$ cat config.mk
export PLATFORM = sky130hd
export DESIGN_NAME = arm
export DESIGN_NICKNAME = d
export VERILOG_FILES = /design/src/rtl/arm.sv
export SDC_FILE = /design/constraint.sdc
export NUM_CORES = 1
export LEC_CHECK = 0
export ABC_AREA = 1
export CAP_MARGIN = 20
export CORE_MARGIN = 2
export CORE_UTILIZATION = 25
export CTS_CLUSTER_SIZE = 14
export DETAILED_ROUTE_END_ITERATION = 7
export GPL_ROUTABILITY_DRIVEN = 0
export GPL_TIMING_DRIVEN = 0
export SETUP_SLACK_MARGIN = 0.1
export SYNTH_ARGS = -nofsm -noshare
export SYNTH_HDL_FRONTEND = slang
export SYNTH_SLANG_ARGS = --single-unit
$ cat constraint.sdc
create_clock -name clk -period 1.6 [get_ports clk]
set_input_delay 0.4 -clock clk [delete_from_list [all_inputs] [get_ports clk]]
set_output_delay 0.4 -clock clk [all_outputs]
set_load 0.1 [all_outputs]
$ cat src/rtl/arm.sv
// Pipelined ARM core top, instruction-fetch milestone: PC, built-in ROM and stage registers.
// Optional trace stages (ID/EXE, EXE/MEM, MEM/WB PC fields) are built when ARM_PIPE_TRACE_EN is defined.
module arm (
  input  logic        clk,
  input  logic        rst,
  output logic [31:0] if_pc,
  output logic [31:0] if_instr,
  output logic [31:0] id_pc,
  output logic [31:0] id_instr
`ifdef ARM_PIPE_TRACE_EN
  ,
  output logic [31:0] exe_pc,
  output logic [31:0] mem_pc,
  output logic [31:0] wb_pc
`endif
);

  // Hazard/branch controls are not produced yet; tied off until execute exists.
  logic        freeze;
  logic        branch_taken;
  logic [31:0] branch_addr;
  assign freeze       = 1'b0;
  assign branch_taken = 1'b0;
  assign branch_addr  = 32'h0000_0000;

  logic [31:0] pc_reg;
  logic [31:0] pc_plus4;
  logic [31:0] pc_next;
  logic [31:0] id_pc_reg;
  logic [31:0] id_instr_reg;

  assign pc_plus4 = pc_reg + 32'd4;
  assign pc_next  = freeze ? pc_reg : (branch_taken ? branch_addr : pc_plus4);

  always_ff @(posedge clk or posedge rst) begin
    if (rst) begin
      pc_reg <= '0;
    end else begin
      pc_reg <= pc_next;
    end
  end

  // Fixed program: word k is MOV R0,#k; index uses PC[7:2] so fetch wraps every 256 bytes.
  logic [31:0] rom [64];
  for (genvar gi = 0; gi < 64; gi++) begin : g_rom
    assign rom[gi] = 32'hE3A0_0000 | 32'(gi);
  end

  assign if_pc    = pc_reg;
  assign if_instr = rom[pc_reg[7:2]];

  always_ff @(posedge clk or posedge rst) begin
    if (rst) begin
      id_pc_reg    <= '0;
      id_instr_reg <= '0;
    end else if (!freeze) begin
      id_pc_reg    <= pc_plus4;
      id_instr_reg <= if_instr;
    end
  end

  assign id_pc    = id_pc_reg;
  assign id_instr = id_instr_reg;

`ifdef ARM_PIPE_TRACE_EN
  // Only the PC travels past ID for now; instruction fields join once decode consumes them.
  logic [31:0] exe_pc_reg;
  logic [31:0] mem_pc_reg;
  logic [31:0] wb_pc_reg;

  always_ff @(posedge clk or posedge rst) begin
    if (rst) begin
      exe_pc_reg <= '0;
      mem_pc_reg <= '0;
      wb_pc_reg  <= '0;
    end else if (!freeze) begin
      exe_pc_reg <= id_pc_reg;
      mem_pc_reg <= exe_pc_reg;
      wb_pc_reg  <= mem_pc_reg;
    end
  end

  assign exe_pc = exe_pc_reg;
  assign mem_pc = mem_pc_reg;
  assign wb_pc  = wb_pc_reg;
`endif

endmodule

==> Slide: Implementation Results, run 1 <==
Implementation Results

Clock network
  – CTS buffer count: 5
  – Post-cts resize count: 544
  – Clock tree from TritonCTS: done
  – CTS Root Buffer Type: clkbuf_8
  – Clock input transition at the sequential cells of the worst setup and hold paths: 0.08 ns
  – Quantity of hold-fixing buffers added after cts: 0
  – Max clock buf depth: 2
  – Total number of clock tree sinks: 37
  – Number of H-tree levels: 2
  – Total setup buffers inserted after CTS: 9

Yosys
  – Summed standard-cell area reported by yosys: 2510 um2
  – Count of warnings emitted by yosys: 0
  – EDFF count, synth: 0
  – Instance count of the mapped netlist: ~300
  – Cell types with the largest area share after synthesis: dfrtp_1, buf_4, nand2_1, nor2_1, xor2_1
  – Synth top cells by count: buf_4, nand2_1, dfrtp_1, nor2_1, inv_1
  – Dominant register cell: dfrtp_1
  – XOR/XNOR share of the synthesized area: 0.0552
  – Dominant non-sequential cell family after synthesis: buffers and inverters
  – Area share, top type: 0.368
  – Library cell with the highest instance count after synthesis: buf_4
  – Post-synthesis cell area: 2510 um2
  – Yosys simple share: 0.271
  – Mux frac, synth: 0
  – Compound-cell area share of the yosys netlist: 0.00199
  – Cell type contributing the most total cell area after synthesis: dfrtp_1
  – FF+latch count, synth: 37
  – Synth Seq Share: 0.368
  – Proportion of synthesized flip-flops having asynchronous set or reset: 1.00
  – Number of different library cells in the post-synthesis netlist: 20
  – Synthesized area per cell: 8.38 um2
  – Number of cells in the yosys synthesis report: around 300
  – Adder share: 0.00498

Setup path
  – Type of origin of the critical path: flop
  – Worst path arrival time: approximately 1.2 ns
  – Cell occurring most often along the worst timing path: buf_12
  – Launching element of the worst setup path: if_pc[3]$_DFF_PP0_
  – Critical Path Fanout Max: 3
  – Capturing element type of the critical path: output port
  – Start-to-end type of the worst setup path: reg -> out
  – Critical path endpoint: if_pc[3]
  – R2R Setup Slk: 0.15 ns
  – Max stage delay on crit path: a little under 0.5 ns
  – Worst path cell trace: buf_12 > buf_6 > buf_12
  – CP bufs+invs: 3
  – Critical Path Stages: 3
  – Number of cells on the worst reg-to-reg path: 9
  – Family with the most delay on the worst path: flip-flops
  – Worst reg2reg path startpoint: if_pc[3]$_DFF_PP0_
  – R2r endpoint: if_pc[22]$_DFF_PP0_
  – CP Data Required Time: roughly 1.2 ns
  – Slowest-stage cell, CP: dfrtp_4

Die
  – Overall chip area: 10900 um2
  – Top-level port count: about 130
  – Core area: 9770 um2
  – Rows: 36
  – Tapcell count: 133
  – Initial Utilization: 0.257

Power
  – Power after layout: around 2.5 mW
  – Cell leakage power: 2.18 nW
  – VDD IR max: between 0.2 and 0.3 mV
  – Portion of total power attributed to sequential cells: 0.374
  – Power per unit of standard cell area: around 600 nW/um2
  – Cell Int Power: 1.55 mW
  – Sw Pwr: between 0.9 and 1 mW
  – Proportion of power drawn by combinational gates: 0.286
  – Sw Share: 0.381
  – Power drawn by the combinational cells: 0.717 mW
  – Top Consumer: registers

Drt
  – Number of violations reported at the end of detailed-routing iteration 0: 34
  – Wire length on met1: ~2.4 mm
  – Vias post-DR: ~2100
  – Detailed-route vias per instance: 3.56
  – Remaining DRCs: 0
  – Met3 WL: around 360 um
  – Uppermost metal layer occupied by signal nets: met4
  – Overall routed net length: 5.92 mm
  – Met2 wire length: 3.04 mm
  – Remaining antenna violation count after routing: 0
  – Wire length per cell after detailed routing: 10.1 um
  – Count of TritonRoute iterations in the first routing pass: 4

Hold path
  – Endpoint, Worst Hold: if_pc[16]$_DFF_PP0_
  – Hold Path Stages: 1
  – Hold wc startpoint: if_pc[16]$_DFF_PP0_
  – Type of the worst min-delay path: reg -> reg

Final timing
  – Relative max-transition margin: 0.489
  – Number of hold violations in the final report: 0
  – Peak Freq: 632 MHz
  – Count of final setup violators: 0
  – Sum Neg Setup Slack: 0 ns
  – Worst slew pin tran: around 0.77 ns
  – Max-slew violation count: 0
  – Worst path setup slack after routing: about 0.019 ns
  – Cycle use final: 0.988
  – Fin crit period: 1.58 ns
  – WHS: 0.523 ns
  – RSZ-0062 raised after global routing: true

GRT
  – Antenna violations before repair: 0
  – Maximum number of pins on one net before global-route repair: 38
  – GR Overflow Total: 0
  – Met3 usage: 0.0175
  – Vias in the first global route: between 1500 and 2000
  – Met1 layer usage reported by global route: 0.125
  – Top Usage Layer GRT: met2
  – First-pass GRT wire length: about 9.4 mm
  – Met2 capacity usage during global routing: 0.187
  – GRT Util Overall: 0.107

Layout
  – Fin nets: 453
  – Seq_cells: 37
  – Antenna diode instance count: 0
  – Non-Clock Inverter Count: 16
  – Final instance area: 4170 um2
  – Share of cells above drive strength 1: 0.559
  – Most frequent cells in the layout: buf_4, nand2_1, conb_1
  – Cell group occupying the most layout area: non-clock buffers
  – Layout Area Growth over Synthesis: 65.7%
  – Final core utilization: 0.426
  – Area of combinational cells with multiple inputs: about 1100 um2
  – Flip-flop count of the largest register, all copies and words added: 30
  – Final Non-Filler Cells: 584
  – Comb/total area: 0.261
  – Proportion of final cell area spent on non-clock buffers: 0.420
  – Commonest non-fill, non-tap cell in the layout: buf_4
  – Fraction of standard cell area that is sequential: 0.237
  – Plain + repair buffers: around 190
  – Clock-cell share of area: 0.0279
  – Number of inserted filler cells in the final layout: 956
  – Number of logic gates: 204

Placement
  – Worst slack at placement: -0.502 ns
  – Placed instance area: 3750 um2
  – Sum of net half-perimeters after detailed placement: 4.39 mm
  – Placed insts: 561

Run
  – Log Warnings: 29
  – Max cap viols: 0

Status
  – Outcome: completed
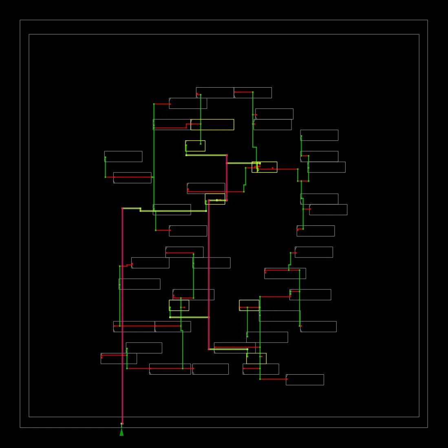
Fig. 1. Clock routing (run 1).
clock latency reported for the late side of the worst-skew pair: 0.30 ns
clkbuf count: 7
Layout Skew: 0.00654 ns

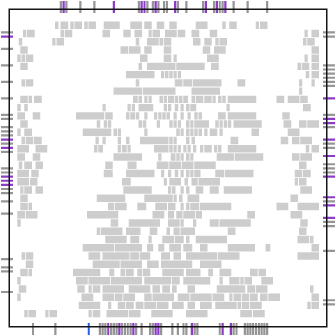
Fig. 2. Pin placement (run 1).
Pins as bars across the die edge, other pins in grey.
Key: blue = clk [pins 1, direction input, edge bottom]; purple = if_pc [pins 32, direction output, edge 9 top, 9 right, 8 bottom, 6 left]
Die X: 104 um
number of buffers inserted by port buffering: 80
chip height: 104 um

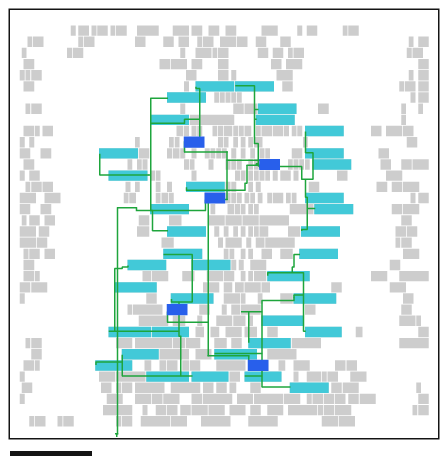
Fig. 3. Clock wires, drivers and flops (run 1).
Scale bar: 20 um.
Key: green = clock wires [length 575 um]; blue = clock-net drivers [count 5]; cyan = flip-flops [count 37]
There are 6 routed clock nets.
Power Clock: 0.853 mW
Clk pwr share: 0.340

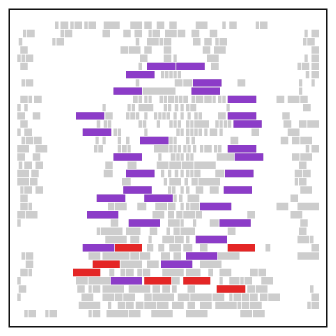
Fig. 4. Sequential cells grouped by signal name (run 1).
Other cells in grey.
Key: red = id_instr [placed flops 7]; purple = if_pc [placed flops 30]
register area: 987 um2
power drawn by the sequential cells: 0.937 mW

Fig. 5: run 1, metal layers overlaid
Scale bar: 20 um.
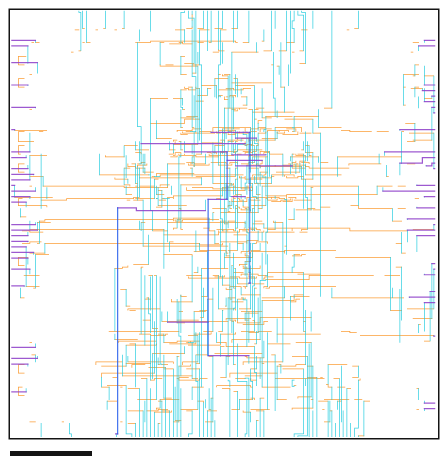

--- run 2 (diff from run 1) ---
ABC_CLOCK_PERIOD_IN_PS = 1600   (was default)
CTS_BUF_LIST = sky130_fd_sc_hd__clkbuf_4   (was default)
SKIP_CTS_REPAIR_TIMING = 1   (was default)
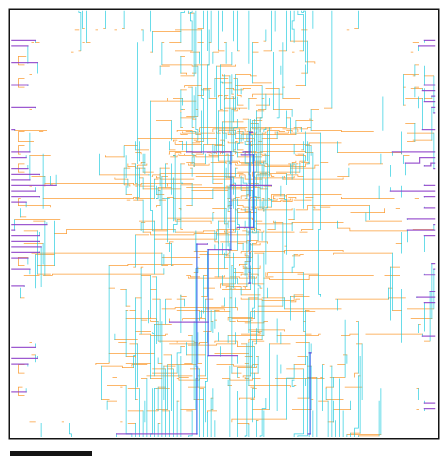
Fig. 6. Metal layers overlaid (run 2).
Scale bar: 20 um.
Key: blue = M4 [wire length 170 um]; purple = M3 [wire length 313 um]; orange = M1 [wire length 2480 um]; cyan = M2 [wire length 3170 um]
GRT Util Overall: 0.0988
vias post-DR: 2159
overall routed net length: 6.13 mm

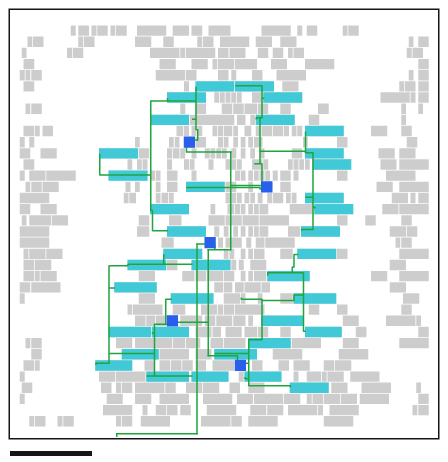
Fig. 7. Clock wires, drivers and flops (run 2).
Scale bar: 20 um.
Key: cyan = flip-flops [count 37]; green = clock wires [length 540 um]; blue = clock-net drivers [count 5]
There are 6 routed clock nets.
Power Clock: 0.660 mW
clock latency reported for the late side of the worst-skew pair: 0.35 ns
Clk pwr share: 0.282

==> run 2 against run 1 <==
Against the previous run: clock power decreased by 23%; power decreased by 6.7%; design area increased by 12%; clock skew increased by 0.0026 ns; combinational power increased by 3.5%; first-iteration DRC count increased by 24%; sequential power about the same; sequential share of layout area decreased by 2.6 points; worst setup slack improved by 0.0040 ns; global-route usage decreased by 0.79 points; largest cell class unchanged.
==> Slide: Implementation Results, run 2 <==
Implementation Results

Die
  – Tapcell count: 133 (unchanged)
  – Rows: 36 (unchanged)
  – Core area: 9770 um2 (unchanged)

Power
  – Power drawn by the combinational cells: 0.742 mW (was 0.717 mW)
  – Power after layout: 2.34 mW (was 2.51 mW)
  – Sw Pwr: 0.933 mW (was 0.955 mW)
  – Cell leakage power: 2.38 nW (was 2.18 nW)
  – Power per unit of standard cell area: 500 nW/um2 (was 602 nW/um2)
  – Power drawn by the sequential cells: 0.939 mW (was 0.937 mW)
  – VDD IR max: 0.254 mV (was 0.257 mV)

Yosys
  – Number of cells in the yosys synthesis report: 300 (unchanged)
  – Proportion of synthesized flip-flops having asynchronous set or reset: 1.00 (unchanged)
  – Cell types with the largest area share after synthesis: dfrtp_1, buf_4, nand2_1, nor2_1, xor2_1 (unchanged)
  – Number of different library cells in the post-synthesis netlist: 20 (unchanged)
  – FF+latch count, synth: 37 (unchanged)
  – Dominant register cell: dfrtp_1 (unchanged)
  – Mux frac, synth: 0 (unchanged)

Layout
  – Flip-flop count of the largest register, all copies and words added: 30 (unchanged)
  – Layout Area Growth over Synthesis: 86.2% (was 65.7%)
  – Final Non-Filler Cells: 601 (was 584)
  – Final instance area: 4680 um2 (was 4170 um2)
  – Share of cells above drive strength 1: 0.579 (was 0.559)
  – Area of combinational cells with multiple inputs: 1100 um2 (was 1090 um2)
  – Fin nets: 470 (was 453)
  – Clock-cell share of area: 0.0168 (was 0.0279)
  – Number of logic gates: 204 (unchanged)
  – Most frequent cells in the layout: buf_4, nand2_1, buf_6 (was buf_4, nand2_1, conb_1)
  – Proportion of final cell area spent on non-clock buffers: 0.489 (was 0.420)

Final timing
  – Worst slew pin tran: 0.767 ns (was 0.766 ns)
  – Max-slew violation count: 0 (unchanged)
  – Sum Neg Setup Slack: 0 ns (unchanged)
  – Cycle use final: 0.986 (was 0.988)
  – Layout Skew: 0.00916 ns (was 0.00654 ns)

GRT
  – Met1 layer usage reported by global route: 0.118 (was 0.125)
  – First-pass GRT wire length: 8.81 mm (was 9.42 mm)
  – Met3 usage: 0.0175 (unchanged)
  – Top Usage Layer GRT: met2 (unchanged)
  – Maximum number of pins on one net before global-route repair: 38 (unchanged)
  – Vias in the first global route: 1821 (was 1889)

Setup path
  – CP Data Required Time: 1.20 ns (about the same)
  – Critical path endpoint: if_pc[5] (was if_pc[3])
  – R2R Setup Slk: 0.16 ns (was 0.15 ns)
  – CP bufs+invs: 2 (was 3)
  – Critical Path Stages: 2 (was 3)
  – R2r endpoint: if_pc[22]$_DFF_PP0_ (unchanged)
  – Slowest-stage cell, CP: dfrtp_4 (unchanged)
  – Family with the most delay on the worst path: flip-flops (unchanged)
  – Launching element of the worst setup path: if_pc[5]$_DFF_PP0_ (was if_pc[3]$_DFF_PP0_)
  – Type of origin of the critical path: flop (unchanged)

Clock network
  – CTS Root Buffer Type: clkbuf_4 (was clkbuf_8)
  – Number of H-tree levels: 2 (unchanged)
  – Max clock buf depth: 2 (unchanged)
  – Total number of clock tree sinks: 37 (unchanged)

Drt
  – Remaining DRCs: 0 (unchanged)
  – Met2 wire length: 3.17 mm (was 3.04 mm)
  – Wire length on met1: 2.48 mm (was 2.38 mm)
  – Count of TritonRoute iterations in the first routing pass: 4 (unchanged)
  – Met3 WL: 313 um (was 361 um)
  – Remaining antenna violation count after routing: 0 (unchanged)
  – Number of violations reported at the end of detailed-routing iteration 0: 42 (was 34)
  – Uppermost metal layer occupied by signal nets: met4 (unchanged)

Run
  – Log Warnings: 28 (was 29)

Placement
  – Number of buffers inserted by port buffering: 80 (unchanged)
  – Placed insts: 561 (unchanged)

Hold path
  – Type of the worst min-delay path: in -> async (was reg -> reg)

Status
  – Outcome: completed (unchanged)
Power figures rest on the tool's default switching activity, not on a simulated workload.
